File: src/rtl/src_sync_tx_if.sv
// -----------------------------------------------------------------------------
// src_sync_tx_if
//   Bundles the parallel-word handshake and the forwarded serial link of
//   src_sync_tx.
//
//   Handshake semantics: a word transfers on a rising clk edge where both
//   data_valid and data_ready are high. data_in is sampled only on that edge.
//   The source may raise data_valid at any time and keeps data_in stable
//   until the transfer. Deasserting data_valid before the transfer withdraws
//   the offer.
//
//   Signals:
//     data_in    [WIDTH-1:0]  word to send (source -> tx)
//     data_valid              word available (source -> tx)
//     data_ready              tx can accept a word (tx -> source)
//     clk_out                 forwarded clock (tx -> link)
//     data_out                serial data, MSB first (tx -> link)
//     frame_out               high while word bits are driven (tx -> link)
//   Modports: master = word source / link observer, slave = transmitter.
// -----------------------------------------------------------------------------
interface src_sync_tx_if #(
  parameter int WIDTH = 8
);
  logic [WIDTH-1:0] data_in;
  logic             data_valid;
  logic             data_ready;
  logic             clk_out;
  logic             data_out;
  logic             frame_out;

  modport master (
    output data_in,
    output data_valid,
    input  data_ready,
    input  clk_out,
    input  data_out,
    input  frame_out
  );

  modport slave (
    input  data_in,
    input  data_valid,
    output data_ready,
    output clk_out,
    output data_out,
    output frame_out
  );
endinterface

File: src/rtl/src_sync_tx.sv
// -----------------------------------------------------------------------------
// src_sync_tx
//   Source-synchronous serial transmitter. Accepts a parallel word over a
//   valid/ready handshake and shifts it out MSB first on data_out together
//   with a forwarded clock clk_out. The rising edge of clk_out sits in the
//   middle of each bit, giving DIV clk cycles of setup and DIV cycles of hold
//   to a posedge capture flop at the far end. Each bit lasts 2*DIV clk cycles,
//   and a frame is followed by a 2*DIV-cycle gap before the next word.
//
//   Every output is driven straight from a flop. clk_out is a register
//   divided from clk and must be declared as a generated clock.
//
//   Optional feature (macro SRC_SYNC_TX_PARITY_EN): appends an even-parity
//   bit (XOR of the word) after the LSB, with its own clk_out pulse.
//
//   Parameters:
//     WIDTH  bits per word (>= 2)
//     DIV    clk cycles per clk_out half-period (>= 1)
//   Ports:
//     clk        system clock, rising edge
//     rst_n      asynchronous active-low reset
//     bus        src_sync_tx_if.slave: data_in/data_valid/data_ready,
//                clk_out/data_out/frame_out
//     dbg_state  current FSM state (0 IDLE, 1 SHIFT, 2 GAP)
// -----------------------------------------------------------------------------
module src_sync_tx #(
  parameter int WIDTH = 8,
  parameter int DIV   = 2
) (
  input  logic               clk,
  input  logic               rst_n,
  src_sync_tx_if.slave       bus,
  output logic [1:0]         dbg_state
);

`ifdef SRC_SYNC_TX_PARITY_EN
  localparam int NBITS = WIDTH + 1;
`else
  localparam int NBITS = WIDTH;
`endif
  localparam int DIV2 = 2 * DIV;
  localparam int DCW  = (DIV2 > 1) ? $clog2(DIV2) : 1;
  localparam int BCW  = $clog2(NBITS);

  localparam logic [DCW-1:0] DIV_LAST = DCW'(DIV2 - 1);
  localparam logic [DCW-1:0] DIV_HIGH = DCW'(DIV);
  localparam logic [BCW-1:0] BIT_LAST = BCW'(NBITS - 1);

  typedef enum logic [1:0] {
    IDLE  = 2'd0,
    SHIFT = 2'd1,
    GAP   = 2'd2
  } state_t;

  state_t           state;
  logic [DCW-1:0]   div_cnt;
  logic [BCW-1:0]   bit_cnt;
  logic [NBITS-1:0] shreg;
  logic [NBITS-1:0] load_word;
  logic [DCW-1:0]   div_nxt;

  // Word as it will go onto the wire, MSB first.
`ifdef SRC_SYNC_TX_PARITY_EN
  assign load_word = {bus.data_in, ^bus.data_in};
`else
  assign load_word = bus.data_in;
`endif

  assign div_nxt   = div_cnt + 1'b1;
  assign dbg_state = state;

  always_ff @(posedge clk or negedge rst_n) begin
    if (!rst_n) begin
      state          <= IDLE;
      div_cnt        <= '0;
      bit_cnt        <= '0;
      shreg          <= '0;
      bus.data_ready <= 1'b1;
      bus.clk_out    <= 1'b0;
      bus.data_out   <= 1'b0;
      bus.frame_out  <= 1'b0;
    end else begin
      case (state)
        IDLE: begin
          bus.clk_out   <= 1'b0;
          bus.frame_out <= 1'b0;
          if (bus.data_valid) begin
            shreg          <= load_word;
            bus.data_out   <= load_word[NBITS-1];
            div_cnt        <= '0;
            bit_cnt        <= '0;
            bus.data_ready <= 1'b0;
            bus.frame_out  <= 1'b1;
            state          <= SHIFT;
          end
        end

        SHIFT: begin
          if (div_cnt == DIV_LAST) begin
            div_cnt     <= '0;
            bus.clk_out <= 1'b0;
            if (bit_cnt == BIT_LAST) begin
              bus.frame_out <= 1'b0;
              bus.data_out  <= 1'b0;
              state         <= GAP;
            end else begin
              shreg        <= shreg << 1;
              bus.data_out <= shreg[NBITS-2];
              bit_cnt      <= bit_cnt + 1'b1;
            end
          end else begin
            div_cnt     <= div_nxt;
            // Decided from the next count so the flop is high exactly while
            // div_cnt sits in the upper half of the bit period.
            bus.clk_out <= (div_nxt >= DIV_HIGH);
          end
        end

        GAP: begin
          bus.clk_out <= 1'b0;
          if (div_cnt == DIV_LAST) begin
            div_cnt        <= '0;
            bus.data_ready <= 1'b1;
            state          <= IDLE;
          end else begin
            div_cnt <= div_nxt;
          end
        end

        default: begin
          state          <= IDLE;
          div_cnt        <= '0;
          bit_cnt        <= '0;
          bus.data_ready <= 1'b1;
          bus.clk_out    <= 1'b0;
          bus.frame_out  <= 1'b0;
        end
      endcase
    end
  end

endmodule
File: src/flat_wrapper.sv
// flat-port wrapper written by rule: the top's interface ports become plain ports
module src_sync_tx_flat 
#(
  parameter int WIDTH = 8,
  parameter int DIV   = 2
)
  (clk, rst_n, dbg_state, bus_data_in, bus_data_valid, bus_data_ready, bus_clk_out, bus_data_out, bus_frame_out);
  src_sync_tx_if #(.WIDTH(WIDTH)) bus_i ();
  input  logic clk;
  input  logic rst_n;
  output logic [1:0] dbg_state;
  input wire logic [$bits(bus_i.data_in)-1:0] bus_data_in;
  input wire logic [$bits(bus_i.data_valid)-1:0] bus_data_valid;
  output wire logic [$bits(bus_i.data_ready)-1:0] bus_data_ready;
  output wire logic [$bits(bus_i.clk_out)-1:0] bus_clk_out;
  output wire logic [$bits(bus_i.data_out)-1:0] bus_data_out;
  output wire logic [$bits(bus_i.frame_out)-1:0] bus_frame_out;
  assign bus_i.data_in = bus_data_in;
  assign bus_i.data_valid = bus_data_valid;
  assign bus_data_ready = bus_i.data_ready;
  assign bus_clk_out = bus_i.clk_out;
  assign bus_data_out = bus_i.data_out;
  assign bus_frame_out = bus_i.frame_out;
  src_sync_tx #(.WIDTH(WIDTH), .DIV(DIV)) u_core (.clk(clk), .rst_n(rst_n), .bus(bus_i), .dbg_state(dbg_state));
endmodule
File: config.mk
export PLATFORM = sky130hd
export DESIGN_NAME = src_sync_tx_flat
export DESIGN_NICKNAME = d
export VERILOG_FILES = /design/src/rtl/src_sync_tx_if.sv /design/src/rtl/src_sync_tx.sv /design/src/flat_wrapper.sv
export SDC_FILE = /design/constraint.sdc
export NUM_CORES = 1
export LEC_CHECK = 0
export CORE_MARGIN = 2
export CORE_UTILIZATION = 27
export CTS_CLUSTER_DIAMETER = 200
export CTS_CLUSTER_SIZE = 16
export DETAILED_ROUTE_END_ITERATION = 12
export GPL_TIMING_DRIVEN = 0
export MAX_ROUTING_LAYER = met4
export SYNTH_ARGS = -nofsm -noshare
export SYNTH_HDL_FRONTEND = slang
export SYNTH_SLANG_ARGS = --single-unit
export TNS_END_PERCENT = 1
File: constraint.sdc
create_clock -name clk -period 2.85 [get_ports clk]
set_clock_uncertainty 0.15 [all_clocks]
set_input_delay 0.57 -clock clk [delete_from_list [all_inputs] [get_ports clk]]
set_output_delay 0.57 -clock clk [all_outputs]
set_load 0.05 [all_outputs]
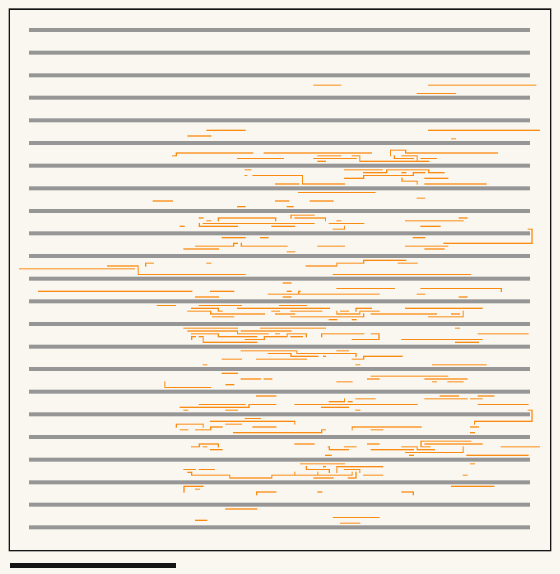
*Met1 routing*
Bar = 20 um. Supply wires on this layer in grey.
- main direction: horizontal
- longest straight run: 18.4 um
- wire length on this layer: 905 um
WL final: 1.898 mm
met1 Use GR: 12.13%
vias: 683

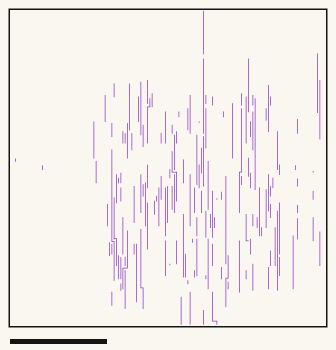
*The metal 2 layer*
Bar = 20 um.
- share of all routed wire: 46%
- wire length on this layer: 883 um
- nets with wire on the layer: 103
- longest straight run: 18.9 um
met2 Track Usage GR: 17.01%

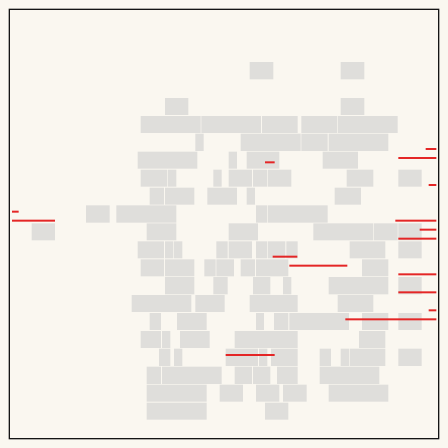
*M3 wires*
- longest straight run: 13.5 um
- main direction: horizontal
met3 Use GR: 2.083%

==> ci_impl_report.md <==
## PnR job results

| Metric | Value |
|---|---|
| Avg Synthesized Cell Area | 12.39 um^2 |
| Clock power frac | approximately 12% |
| P&R area growth vs syn | 26.43% |
| Max transition margin | ~46% |
| Status | completed |
| Die Size | roughly 4200 um^2 |
| Final instance area | between 1000 and 1500 um^2 |
| IO Port Bufs | 16 |
| CP max-delay cell | clkdlybuf4s50_1 |
| Gr ovfl total | 0 |
| Synth async-reset ratio | 100.0% |
| Pin count of the biggest net entering global routing | 19 |
| Power share of the sequential group | between 30% and 40% |
| Syn. warnings | 0 |
| Setup violations, final | 0 |
| Crit end category | output port |
| Setup crit end | bus_data_ready |
| Fin. Hold Viols | 0 |
| Post-DP Area | 1224 um^2 |
| CP bufs+invs | 1 |
| Dpl cells | 145 |
| Setup crit start kind | register |
| First-pass GRT wire length | about 3.3 mm |
| Vias per cell | between 4 and 5 |
| Post-CTS sizing | 0 |
| Fin. max-slew vios | 0 |
| Fillers | 358 |
| DP HPWL | about 1.4 mm |
| Layout cell share with drive strength beyond 1 | 22.77% |
| Worst Tran Pin Value | ~0.8 ns |
| Adder Share, Synth | under 10% |
| Yosys cell types | 24 |
| # nets final | 121 |
| Number of cells in Yosys stat | 81 |
| Reg-to-Reg Start | u_core.dbg_state[0]$_DFFE_PN0P_ |
| CTS Buf Count | 3 |
| Post-synth seq share | between 40% and 50% |
| CP max FO | 2 |
| CP required | 2.13 ns |
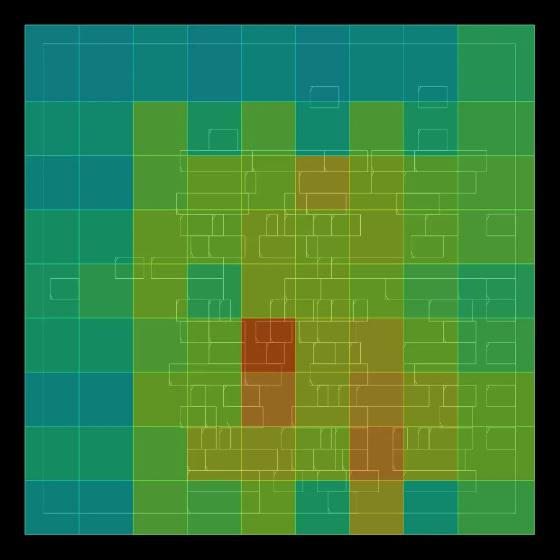
*Track usage over the die*
drt wl/cell: 12.74 um
final core occ: 35.18%
GRT Resource Usage Total: 10.34%
grt peak-use layer: met2

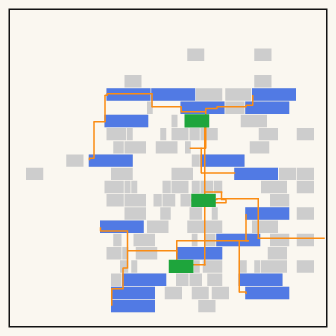
*Clock network drawn from the DEF*
- green: clock-net drivers (count 3)
- blue: flip-flops (count 18)
- orange: clock wires (length 238 um)
- routed clock nets: 4
power in the clock group: 0.182 mW
clk_lat worst skew: 0.25 ns

[per-layer routing]
layer	vias to the layer above	wire (um)	GRT usage, %
met1	341	904	12.13
met5	-	0	-
li1	322	-	-
met4	0	37	4.787
met2	15	882	17.01
met3	5	73	2.083
[cell type report]
| cell class | instances | area [um^2] | share of cell area (%) |
|---|---|---|---|
| buffer | 3 | 21.27 | 1.677 |
| clock buffer | 4 | 45.04 | 3.550 |
| inverter | 6 | 22.52 | 1.775 |
| multi-input combinational | 54 | 508.0 | 40.04 |
| sequential | 18 | 451.7 | 35.60 |
| tap | 48 | 60.06 | 4.734 |
| timing repair buffer | 16 | 160.2 | 12.62 |
[kinds of logic (layout without fill, tap and decap cells)]
family / count (synthesis) / after routing
multiplexers: 18 / 18
flip-flops: 18 / 18
AND/OR/NAND/NOR: 15 / 15
AND-OR/OR-AND: 13 / 13
buffers and inverters: 9 / 29
adder cells (fa/ha/maj): 8 / 8
[synth_stat cells, types with 2 or more instances]
cell type	count	area, um^2
buf_2	2	10.01
dfrtp_1	17	425.4
ha_1	8	100.1
inv_1	6	22.52
mux2_2	8	90.09
mux2_4	6	90.09
mux2i_1	4	40.04
nand2_1	5	18.77
nor2b_1	4	25.02
nor3_1	2	10.01
o21ai_0	3	15.01
o31ai_1	4	30.03
[sequential cells by signal, indices dropped and copies added (netlist names)]
register / count
u_core.bus.data_ready: 1
u_core.bus.frame_out: 1
u_core.bus.data_out: 1
u_core.shreg: 7
u_core.div_cnt: 2
u_core.dbg_state: 2
u_core.bus.clk_out: 1
u_core.bit_cnt: 3
[stage by stage]
stage	power [mW]	setup slack [ns]
floorplan	1.129	0.4918
global placement	1.308	0.4345
detailed placement	1.337	0.4189
CTS	1.526	0.5447
global route	1.621	0.5052
finish	1.506	0.5487
[worst min-delay path by stage]
stage,start,end,slack (ns),cells after the start
6_report,u_core.bus.data_ready$_DFFE_PN1P_,u_core.bus.data_ready$_DFFE_PN1P_,0.35,2
5_1_grt,u_core.bus.data_ready$_DFFE_PN1P_,u_core.bus.data_ready$_DFFE_PN1P_,0.37,2
4_1_cts,u_core.bus.data_ready$_DFFE_PN1P_,u_core.bus.data_ready$_DFFE_PN1P_,0.35,2
3_5_place_dp,u_core.bus.data_ready$_DFFE_PN1P_,u_core.bus.data_ready$_DFFE_PN1P_,0.33,2
3_3_place_gp,u_core.bus.data_ready$_DFFE_PN1P_,u_core.bus.data_ready$_DFFE_PN1P_,0.32,2
2_1_floorplan,rst_n,u_core.bit_cnt[0]$_DFFE_PN0P_,0.12,0
[power groups by stage]
stage                     Combinational [mW]  Sequential, mW  Clock (mW)
after CTS                              0.884           0.453       0.189
final                                  0.872           0.453       0.182
after global placement                 0.860           0.447           0
after detailed placement               0.880           0.457           0
after floorplan                        0.562           0.567           0
after global routing                   0.950           0.468       0.204
[cells in the final DEF, fill, tap and decap left out, drive strengths merged, types with 2 or more instances in the layout]
cell type and count:
clkbuf 4, nor2b 4, mux2i 4, inv 6
nand2 5, a211oi 2, nor3 2, clkdlybuf4s50 16
mux2 14, o31ai 4, o21ai 4, buf 3
ha 8, dfrtp 17
Power is estimated from default activity; no workload was simulated.
